===== config.mk =====
export PLATFORM = sky130hd
export DESIGN_NAME = mem_arbiter
export DESIGN_NICKNAME = d
export VERILOG_FILES = /design/src/rtl/mem_arbiter.sv
export SDC_FILE = /design/constraint.sdc
export NUM_CORES = 1
export LEC_CHECK = 0
export ABC_AREA = 1
export ABC_CLOCK_PERIOD_IN_PS = 1300
export CORE_AREA = 5 5 98 118
export DETAILED_ROUTE_END_ITERATION = 8
export DIE_AREA = 0 0 103 123
export MAX_ROUTING_LAYER = met4
export PLACE_DENSITY = 0.77
export SKIP_LAST_GASP = 1
export SYNTH_ARGS = -nofsm -noshare
export SYNTH_HDL_FRONTEND = slang
export SYNTH_SLANG_ARGS = --single-unit

===== constraint.sdc =====
create_clock -name clk -period 1.3 [get_ports clk]
set_input_delay 0.325 -clock clk [delete_from_list [all_inputs] [get_ports clk]]
set_output_delay 0.325 -clock clk [all_outputs]
set_load 0.02 [all_outputs]

===== src/rtl/mem_arbiter.sv =====
`default_nettype none
// ============================================================================
//  Module      : mem_arbiter
//  Description : Two-port round-robin arbiter in front of a single-port
//                synchronous RAM. Each grant performs one read or one write;
//                read data is captured one cycle after the RAM access and
//                returned on a shared rdata bus with a per-port rvalid pulse.
//  Revision    : 1.0  initial release
// ============================================================================
module mem_arbiter #(
   parameter int DWIDTH = 32,
   parameter int AWIDTH = 10
) (
   input  logic                clk,
   input  logic                reset,
   input  logic [1:0]          req,
   input  logic [1:0]          we,
   input  logic [2*AWIDTH-1:0] addr,
   input  logic [2*DWIDTH-1:0] wdata,
   output logic [1:0]          gnt,
   output logic [1:0]          rvalid,
   output logic [DWIDTH-1:0]   rdata,
   output logic                busy,
   output logic [AWIDTH-1:0]   mem_addr,
   output logic                mem_rdEn,
   output logic                mem_wrEn,
   output logic [DWIDTH-1:0]   mem_wdata,
   input  logic [DWIDTH-1:0]   mem_rdata
);

   typedef enum logic [1:0] {
      IDLE    = 2'd0,
      ACCESS  = 2'd1,
      CAPTURE = 2'd2
   } state_t;

   state_t state;

   // Last-granted requester; a tie goes to the other one.
   logic last_ptr;
   // Requester owning the transaction in flight and its direction.
   logic cur_idx;
   logic cur_we;

   // Requester chosen if a grant happens this cycle.
   logic              sel;
   logic [AWIDTH-1:0] sel_addr;
   logic [DWIDTH-1:0] sel_wdata;
   logic              sel_we;

   // Round-robin choice: a lone request wins outright, a tie alternates.
   always_comb begin
      sel = 1'b0;
      if (req == 2'b11) begin
         sel = ~last_ptr;
      end else begin
         sel = req[1];
      end
      sel_addr  = sel ? addr[2*AWIDTH-1:AWIDTH]  : addr[AWIDTH-1:0];
      sel_wdata = sel ? wdata[2*DWIDTH-1:DWIDTH] : wdata[DWIDTH-1:0];
      sel_we    = sel ? we[1] : we[0];
   end

   // Transaction FSM; every output is a register updated alongside state.
   always_ff @(posedge clk) begin
      if (reset) begin
         state     <= IDLE;
         last_ptr  <= 1'b1;
         cur_idx   <= 1'b0;
         cur_we    <= 1'b0;
         gnt       <= 2'b00;
         rvalid    <= 2'b00;
         rdata     <= '0;
         busy      <= 1'b0;
         mem_addr  <= '0;
         mem_rdEn  <= 1'b0;
         mem_wrEn  <= 1'b0;
         mem_wdata <= '0;
      end else begin
         // Pulses default low; each state raises only what it owns.
         gnt      <= 2'b00;
         rvalid   <= 2'b00;
         mem_rdEn <= 1'b0;
         mem_wrEn <= 1'b0;
         case (state)
            IDLE: begin
               if (req != 2'b00) begin
                  gnt       <= sel ? 2'b10 : 2'b01;
                  last_ptr  <= sel;
                  cur_idx   <= sel;
                  cur_we    <= sel_we;
                  mem_addr  <= sel_addr;
                  mem_wdata <= sel_wdata;
                  mem_wrEn  <= sel_we;
                  mem_rdEn  <= ~sel_we;
                  busy      <= 1'b1;
                  state     <= ACCESS;
               end
            end
            ACCESS: begin
               // The RAM sees its enable on this edge; writes are finished.
               if (cur_we) begin
                  busy  <= 1'b0;
                  state <= IDLE;
               end else begin
                  state <= CAPTURE;
               end
            end
            CAPTURE: begin
               rdata  <= mem_rdata;
               rvalid <= cur_idx ? 2'b10 : 2'b01;
               busy   <= 1'b0;
               state  <= IDLE;
            end
            default: begin
               busy  <= 1'b0;
               state <= IDLE;
            end
         endcase
      end
   end

endmodule
`default_nettype wire


### Clock network drawn from the DEF, run 1

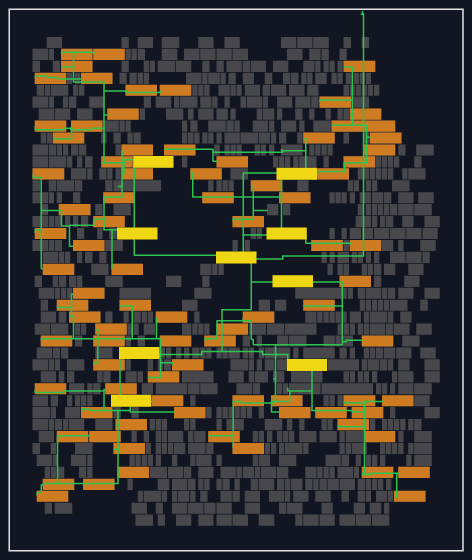
Key: clock wires = green [length 1030 um]; flip-flops = orange [count 86]; clock-net drivers = yellow [count 9]
Position of the flops: all over the die. There are 10 routed clock nets.

### Cells coloured by class, run 1

Bar = 20 um. Fill, decap, tap and diode cells in grey.
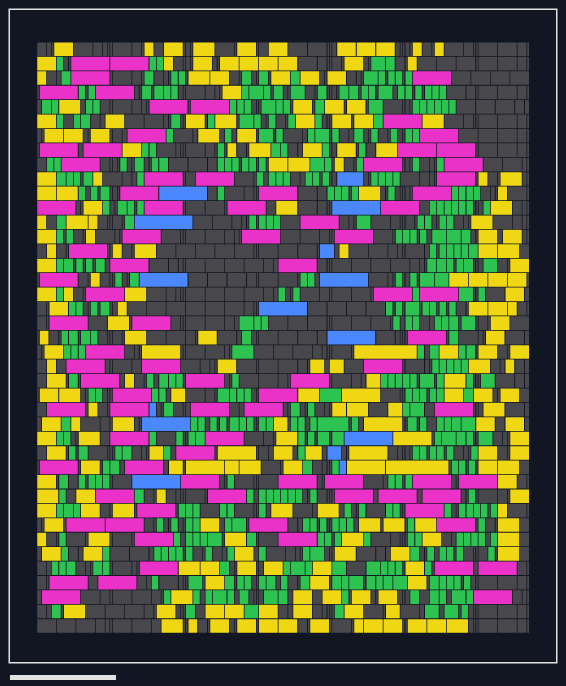
Key: clock drivers and dummy loads = blue [cells 15]; registers = magenta [cells 86]; remaining logic cells = green [cells 472]; remaining buffers and delay cells = yellow [cells 224]

==> run summary, run 1 <==
Numbers from the implementation run.

The detailed placement HPWL is 9362 um. The utilization after layout is 62.55%. The dominant cell by count in the synthesized netlist is nor2_1. The count of clock-net buffers in the final layout is 12. TritonCTS built the clock tree. During I/O placement, the number of pins put on the boundary was 203. The area growth from synthesis to layout is 60.92%. The largest power group is sequential cells. Once placement finished, the instance area stood at 0.006210 mm^2.

Per the OpenROAD power report, leakage power amounts to 3.001 nW. The sequential power is 3.02 mW. Setup slack on the worst path after placement came out at -370.5 ps. The maximum clock insertion buffer count is 2.

The cell type that accounts for the most area after synthesis is dfxtp_1. The final design instance area without fill is 0.006481 mm^2. The kind of capture point of the worst setup path is an output port. The die footprint is 0.01267 mm^2. The slowest cell on the critical path is dfxtp_1. The flow ran to the end, and the final reports show no timing, DRC or antenna violations. The design draws 7.709 mW. After layout, the worst setup slack is 36.52 ps. The combined global-route utilization of all metal layers is 19.82%.

After filler insertion, the fill cell instance count of the layout stands at 934. Before antenna repair, the detailed router went through 7 iterations. According to the floorplan report, the die width is 103 um.

CTS saw 86 sinks. The number of antenna violations at the first check in global routing is 0. The final timing report lists a max-slew violation count of 0.
### PDN straps and rails, run 1

Pins as bars on the die edge. Tap cells in grey.
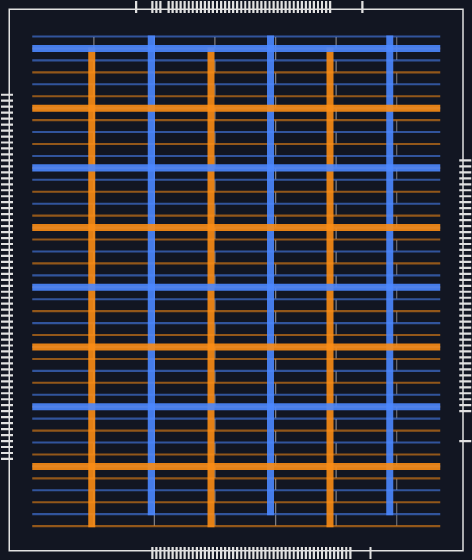
Key: VSS = orange; VDD = blue
42 met1 rails follow the rows. 129 tap cells.

### Cell outlines without signal wires, run 1

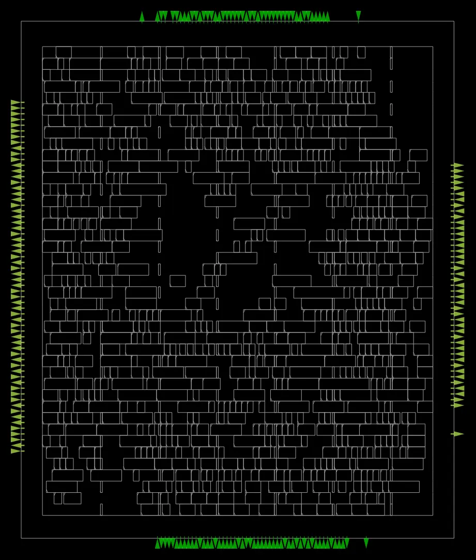

==> inputs of run 2 (changes only) <==
- CORE_AREA: 5 5 98 118 -> 5 5 107 109
- DIE_AREA: 0 0 103 123 -> 0 0 112 114
- GPL_ROUTABILITY_DRIVEN: unset -> 1
### Cell outlines without signal wires, run 2

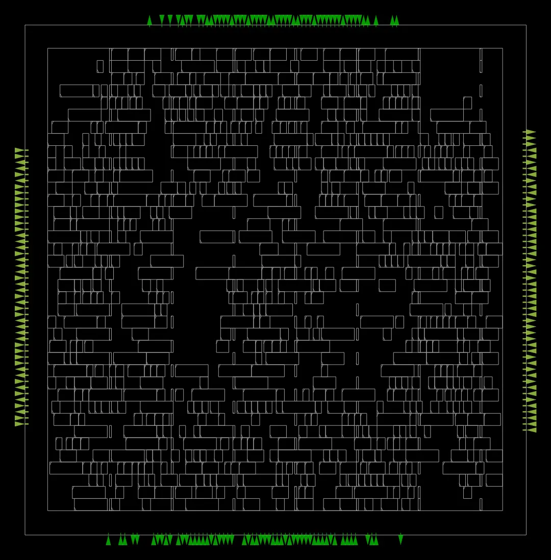
count of inserted tapcells: 140
site row count: 38
number of fillers in the final layout: 1032

### Clock network drawn from the DEF, run 2

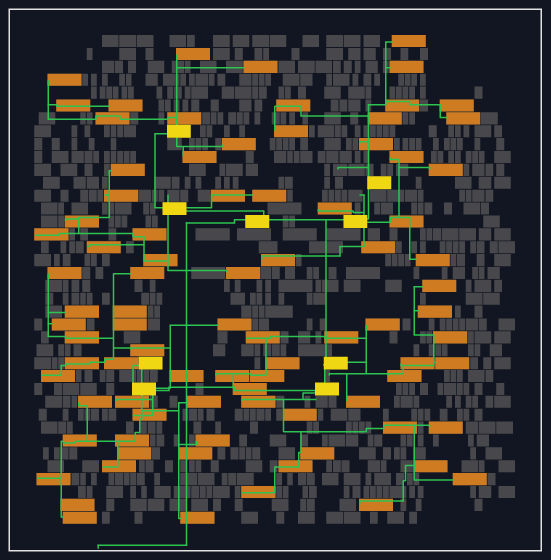
Key: flip-flops = orange [count 86]; clock wires = green [length 1150 um]; clock-net drivers = yellow [count 9]
Position of the flops: all over the die.

==> run 2 against run 1 <==
  * Die area up 0.78%
  * Cell area down 7.3%
  * Critical endpoint is now mem_addr[9]
  * Cell count up 0.97%
==> run summary, run 2 <==
Numbers from the implementation run.

The area growth from synthesis to final layout is 49.11%. The x dimension of the die came to 112 um (+8.7%). The count of boundary I/O pins is 203 (unchanged). The die footprint is 0.01277 mm^2 (+0.78%). The pre-CTS setup slack was -460.7 ps (-90.19 ps).

RePlAce ended its routability-driven mode at a weighted congestion of 0.8594. The detailed placement HPWL is 9279 um (-0.90%). The count of clock-net buffers in the final layout came to 10 (-2). The routed design shows a wire length per standard cell of 13.53 um. The sequential power is 3.01 mW (about the same).

The met2 wirelength from detailed routing is 6034 um. The largest individual stage delay along the critical path comes from the cell dfxtp_1. TritonCTS built the clock tree. The kind of capture point of the worst setup path is an output port. The most area-hungry cell type in the Yosys netlist is dfxtp_1. The number of clock sinks seen by CTS is 86 (unchanged). The total congestion overflow is 0. The final design instance area without fill is 0.006006 mm^2 (-7.3%).

The total chip power is 6.729 mW (-13%). The number of iterations in the first detailed-routing pass was 4 (-3). In this run, the synthesized area fraction spent on adder and majority cells is recorded as 0%. Per report_power, the top consumer among the power groups is sequential cells. The post-cts repair resize count is 288.

The combined global-route utilization of all metal layers came to 19.92% (+0.10 points). The maximum clock insertion buffer count is 2 (unchanged). The number of antenna violations at the first check in global routing is 1 (+1). The placement-stage cell area was 0.006233 mm^2 (+0.38%).

The number of hold-slack violations in the final timing report is 0. The final worst-path setup slack is 56.92 ps (+20.40 ps). The flow ran to the end, and the final reports show no timing, DRC or antenna violations. The clock edge transition at the registers on the reported setup and hold paths is 100 ps. The utilization after layout is 57.16% (-5.4 points).
Power and IR drop assume default switching activity.
